m3.png
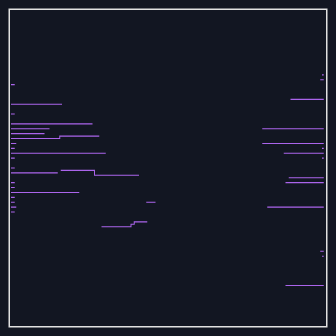
port_trees.png
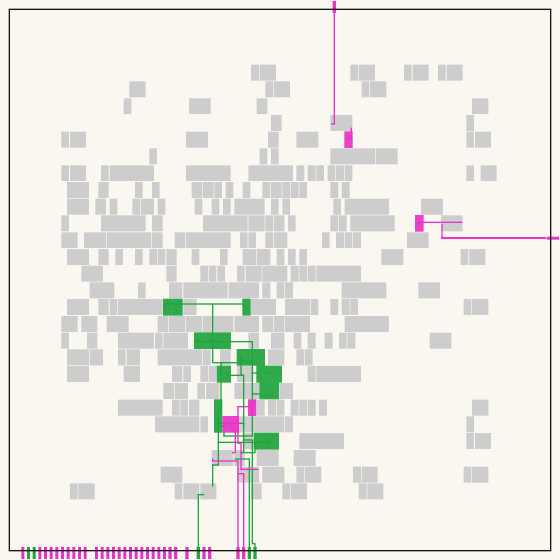
route_heat.png
18 x 18 tiles, from black (low) to pale yellow (high), scaled to the fullest tile. Values are wire area over tile area, all layers added.
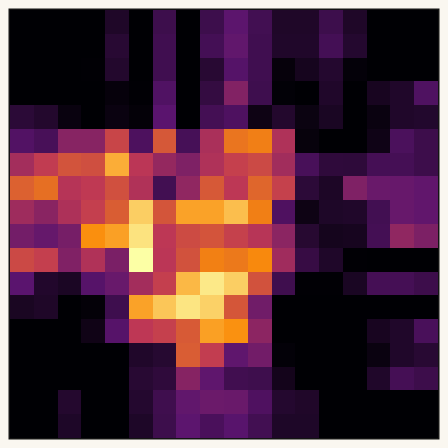
### config.mk
export PLATFORM = sky130hd
export DESIGN_NAME = apb_exe_ctrl
export DESIGN_NICKNAME = d
export VERILOG_FILES = /design/src/rtl/apb_exe_ctrl.sv
export SDC_FILE = /design/constraint.sdc
export NUM_CORES = 1
export LEC_CHECK = 0
export ABC_AREA = 1
export CAP_MARGIN = 30
export CORE_MARGIN = 8
export CORE_UTILIZATION = 25
export CTS_CLUSTER_DIAMETER = 200
export DETAILED_ROUTE_END_ITERATION = 8
export GPL_TIMING_DRIVEN = 0
export PLACE_DENSITY = 0.64
export SYNTH_ARGS = -nofsm -noshare
export SYNTH_HDL_FRONTEND = slang
export SYNTH_SLANG_ARGS = --single-unit
### constraint.sdc
create_clock -name i_clk -period 2.06 [get_ports i_clk]
set_clock_uncertainty 0.05 [all_clocks]
set_input_delay 0.515 -clock i_clk [delete_from_list [all_inputs] [get_ports i_clk]]
set_output_delay 0.515 -clock i_clk [all_outputs]
set_load 0.01 [all_outputs]
### src/rtl/apb_exe_ctrl.sv
// apb_exe_ctrl: APB3 slave front-end that owns the exe unit's inputs and captures its results.
// Optional: define APB_EXE_SLVERR_EN to report illegal accesses on o_pslverr.
//
// Ports:
//   i_clk, i_rsn            clock, synchronous active-low reset
//   i_psel .. i_pwdata      APB3 request (byte address, bits[1:0] ignored)
//   o_prdata/o_pready/o_pslverr  APB3 response
//   o_argA/o_argB/o_oper    operands and opcode driven to the exe unit
//   i_result/i_status       registered result and {ERROR,ODD,ZERO,NEG} from the exe unit
//   o_done                  level copy of STATUS.DONE
//
// Register map (word registers):
//   0x00 ARG_A RW   0x04 ARG_B RW   0x08 OPER RW
//   0x0C CTRL  WO   bit0 START, bit1 CLR_DONE
//   0x10 RESULT RO  0x14 STATUS RO  bit0 BUSY, bit1 DONE, bits[7:4] captured status
module apb_exe_ctrl #(
    parameter int MBIT = 4,
    parameter int NBIT = 2,
    parameter int AW   = 5
) (
    input  logic            i_clk,
    input  logic            i_rsn,
    input  logic            i_psel,
    input  logic            i_penable,
    input  logic            i_pwrite,
    input  logic [AW-1:0]   i_paddr,
    input  logic [31:0]     i_pwdata,
    output logic [31:0]     o_prdata,
    output logic            o_pready,
    output logic            o_pslverr,
    output logic [MBIT-1:0] o_argA,
    output logic [MBIT-1:0] o_argB,
    output logic [NBIT-1:0] o_oper,
    input  logic [MBIT-1:0] i_result,
    input  logic [3:0]      i_status,
    output logic            o_done
);

    localparam int IW = AW - 2;

    localparam logic [IW-1:0] IDX_ARGA = IW'(0);
    localparam logic [IW-1:0] IDX_ARGB = IW'(1);
    localparam logic [IW-1:0] IDX_OPER = IW'(2);
    localparam logic [IW-1:0] IDX_CTRL = IW'(3);
    localparam logic [IW-1:0] IDX_RES  = IW'(4);
    localparam logic [IW-1:0] IDX_STAT = IW'(5);

    typedef enum logic [1:0] {
        S_IDLE,
        S_LAUNCH,
        S_CAPTURE
    } state_t;

    state_t          state_q;
    logic [MBIT-1:0] arga_q;
    logic [MBIT-1:0] argb_q;
    logic [NBIT-1:0] oper_q;
    logic [MBIT-1:0] result_q;
    logic [3:0]      stat_q;
    logic            done_q;

    logic [IW-1:0]   widx;
    logic            acc;
    logic            busy;
    logic            stall;
    logic            wr_ok;
    logic [31:0]     rdata;
    logic            unused_bits;

    assign widx  = i_paddr[AW-1:2];
    assign acc   = i_psel & i_penable;
    assign busy  = (state_q != S_IDLE);

    // A RESULT read issued while an operation is in flight is held
    // until the capture edge so it returns the fresh result.
    assign stall = acc & ~i_pwrite & (widx == IDX_RES) & busy;

    // Writes land only in IDLE; operands stay frozen while the exe unit works.
    assign wr_ok = acc & i_pwrite & ~busy;

    assign unused_bits = ^{i_paddr[1:0], i_pwdata};

    always_ff @(posedge i_clk) begin
        if (!i_rsn) begin
            state_q  <= S_IDLE;
            arga_q   <= '0;
            argb_q   <= '0;
            oper_q   <= '0;
            result_q <= '0;
            stat_q   <= '0;
            done_q   <= 1'b0;
        end else begin
            unique case (state_q)
                S_IDLE: begin
                    if (wr_ok) begin
                        case (widx)
                            IDX_ARGA: arga_q <= i_pwdata[MBIT-1:0];
                            IDX_ARGB: argb_q <= i_pwdata[MBIT-1:0];
                            IDX_OPER: oper_q <= i_pwdata[NBIT-1:0];
                            IDX_CTRL: begin
                                // START takes priority; it clears DONE as well.
                                if (i_pwdata[0]) begin
                                    state_q <= S_LAUNCH;
                                    done_q  <= 1'b0;
                                end else if (i_pwdata[1]) begin
                                    done_q  <= 1'b0;
                                end
                            end
                            default: ;
                        endcase
                    end
                end
                S_LAUNCH: begin
                    // exe unit registers its output on this edge
                    state_q <= S_CAPTURE;
                end
                S_CAPTURE: begin
                    result_q <= i_result;
                    stat_q   <= i_status;
                    done_q   <= 1'b1;
                    state_q  <= S_IDLE;
                end
                default: state_q <= S_IDLE;
            endcase
        end
    end

    always_comb begin
        rdata = '0;
        if (i_rsn && acc && !i_pwrite && !stall) begin
            case (widx)
                IDX_ARGA: rdata[MBIT-1:0] = arga_q;
                IDX_ARGB: rdata[MBIT-1:0] = argb_q;
                IDX_OPER: rdata[NBIT-1:0] = oper_q;
                IDX_RES:  rdata[MBIT-1:0] = result_q;
                IDX_STAT: begin
                    rdata[7:4] = stat_q;
                    rdata[1]   = done_q;
                    rdata[0]   = busy;
                end
                default:  rdata = '0;
            endcase
        end
    end

    assign o_prdata = rdata;
    assign o_pready = ~i_rsn | ~stall;

`ifdef APB_EXE_SLVERR_EN
    logic unmapped;
    logic ro_wr;
    logic wo_rd;
    logic busy_wr;

    assign unmapped = (widx > IDX_STAT);
    assign ro_wr    = i_pwrite & ((widx == IDX_RES) | (widx == IDX_STAT));
    assign wo_rd    = ~i_pwrite & (widx == IDX_CTRL);
    assign busy_wr  = i_pwrite & busy & (widx <= IDX_CTRL);

    assign o_pslverr = i_rsn & acc & o_pready &
                       (unmapped | ro_wr | wo_rd | busy_wr);
`else
    assign o_pslverr = 1'b0;
`endif

    assign o_argA = arga_q;
    assign o_argB = argb_q;
    assign o_oper = oper_q;
    assign o_done = done_q;

endmodule
==> results.yml <==
# yosys + openroad results
floorplanning:
  die_y_um: 87.7
  num_rows: 26
  io_pins: 95
  die_area_sq_um: 7690
  die_w_um: 87.7
grt:
  grt_pass1_wl_mm: 5.33
  grt_pass1_vias: 1210
  grt.total_usage: 0.0861
  antenna_found_initial: 0
  grt_remaining_overflow: 0
power_and_ir_drop:
  p_leak_nw: 0.909
  clockPowerShare: 0.323
  irDropWorstVdd_mv: 0.256
  switching_share: 0.266
  p_total_mw: 0.856
  intPower_mw: 0.628
  comb_power_share: 0.197
logic_synthesis:
  syn_avg_cell_area_sq_um: 6.52
  ys_cells: 197
  top_cell_area_share: 0.327
  top_area_cell: "dfxtp_1"
  yosys-top-cells-area: "dfxtp_1 (33%), buf_4 (15%), nor2_1 (14%)"
  synth_area_sq_um: 1280
  yosys.stat.seqShare: 0.327
final_timing:
  rsz0062_at_grt: "true"
  finalCriticalPeriod_ps: 1990
  worst_slack_ps: 66.3
  report.final.hold_viol_count: 0
  fin_setup_tns_ps: 0
  hold_ws_ps: 426
routing:
  drt_first_pass_iters: 4
  wl_per_cell_um: 9.84
  viasPerCell: 3.67
  routed_wirelength_mm: 3.35
  detail-route-antenna-nets: 0
  drc: 0
  vias: 1247
cells_and_area:
  layout.cells.non_filler: 340
  logic_area_sq_um: 724
  flop_area_sq_um: 420
  fillerInstances: 554
  finalNetCount: 321
  design_area_sq_um: 1930
setup_path:
  r2r_cells: 5
  cpMaxStageDelayCell: "buf_2"
  rr_startpoint: "state_q[0]"
  worstSetupEndpointType: "primary output"
  cp-start-kind: "input port"
  critPathTopFamily: "buffers and inverters"
  critPathArrivalTime_ps: 1430
  crit_required_ps: 1490
  critPathMaxStageDelay_ps: 160
  path_class: "input port to primary output"
  crit_fanout: 6
  crit_buf_inv: 4
clocking:
  cts_buffers: 3
  clockBufferDepth: 2
  cts.sinks: 21
  clkLatencyLatePin_ps: 260
hold_path:
  min_path_cells: 1
  hp-start: "state_q[1]"
status:
  status: "completed"
placement:
  port-buffer-count: 38
  placed_cells: 329
  dp_hpwl_mm: 2.75
  placed_area_sq_um: 1840
  place_congestion: 0.859
flow_run:
  cap_viol_max_count: 0
  warnings: 57
Notes on m3.png above:
The layer holds 8.6% of the routed length. 36 nets have wire on it. The wires run mostly horizontal. The layer carries 287 um of wire.

Notes on port_trees.png above:
Key: green = i_paddr [bits 5, direction input, end cells 15, buffers 3, wire 173 um]; magenta = i_pwdata [bits 32, direction input, end cells 5, buffers 4, wire 101 um]

Notes on route_heat.png above:
32% of the tiles are nearly empty. The mean over all tiles is 0.071. 17% of the tiles are over half the peak. The fullest tile reaches 0.32. The emptiest ninth of the die: south-east. The densest ninth of the die: center.

[final cells by class]
cell class | instances | share of cell area
clock buffers | 3 | 0.0214
clock inverters | 1 | 0.00259
well taps | 70 | 0.0454
flip-flops and latches | 21 | 0.218
multi-input cells | 156 | 0.375
plain buffers | 27 | 0.103
inverters | 17 | 0.0369
repair buffers | 45 | 0.198
[placed cells by master (no fill, tap or decap), drive strengths merged]
cell / n
nor2: 55
nand2: 51
buf: 43
conb: 25
clkdlybuf4s50: 23
dfxtp: 21
inv: 17
nand3: 11
o21ai: 8
clkbuf: 5
clkdlybuf4s15: 4
nand4: 2
nor3: 2
nor4: 1
a21oi: 1
clkinv: 1
[sequential cells by signal, indices dropped and copies added (netlist names)]
| register | flops |
|---|---|
| o_done | 1 |
| state_q | 2 |
| stat_q | 4 |
| o_argB | 4 |
| result_q | 4 |
| o_oper | 2 |
| o_argA | 4 |
[worst reg2reg max path: cells and delay by family, from the launching register on]
kind	cells	cell delay, ps
and+or+nand+nor	3	410
buffers and inverters	2	270
DFF	1	360
[per-layer routing]
layer  vias to the layer above  wire length [um]
li1                        699                 -
met1                       508              1410
met2                        38              1630
met3                         2               286
met4                         0                18
met5                         -                 0
[synth_stat cells]
| library cell | n |
|---|---|
| nand2_4 | 2 |
| a21oi_1 | 1 |
| nand2_1 | 45 |
| conb_1 | 1 |
| nor2_1 | 49 |
| dfxtp_1 | 21 |
| nor3_4 | 1 |
| buf_4 | 26 |
| nand3_1 | 11 |
| buf_1 | 1 |
| nand2_2 | 4 |
| o21ai_0 | 8 |
| nor2_4 | 4 |
| nand4_1 | 2 |
| nor2_2 | 2 |
| inv_2 | 4 |
| nor3_1 | 1 |
| nor4_1 | 1 |
| inv_1 | 13 |
[kinds of logic after synthesis]
family	share of synthesized area
AND-OR/OR-AND	0.0351
buffers and inverters	0.204
flip-flops	0.327
other	0.00292
AND/OR/NAND/NOR	0.430
[how the worst max path moves through the flow]
stage,from,endpoint,slack (ps),cells after the start
2_1_floorplan,i_rsn,o_prdata[4],220,7
3_3_place_gp,i_paddr[4],o_prdata[0],-930,9
3_5_place_dp,i_paddr[4],o_prdata[0],-940,9
4_1_cts,i_paddr[3],o_prdata[2],0.02,10
5_1_grt,i_paddr[2],o_prdata[2],-10,10
6_report,i_paddr[3],o_prdata[0],70,9
[power by group through the flow]
stage | Combinational [mW] | Sequential [mW] | Clock, mW
2_1_floorplan | 0.102 | 0.421 | 0
3_3_place_gp | 0.157 | 0.420 | 0
3_5_place_dp | 0.157 | 0.421 | 0
4_1_cts | 0.161 | 0.411 | 0.285
5_1_grt | 0.186 | 0.411 | 0.297
6_report | 0.168 | 0.411 | 0.276
[timing repair]
action,4_1_cts,5_1_grt
hold endpoints to repair,0,0
setup buffers,5,2
pin swaps,6,3
gates resized,62,9
hold buffers,0,0
setup endpoints to repair,9,8
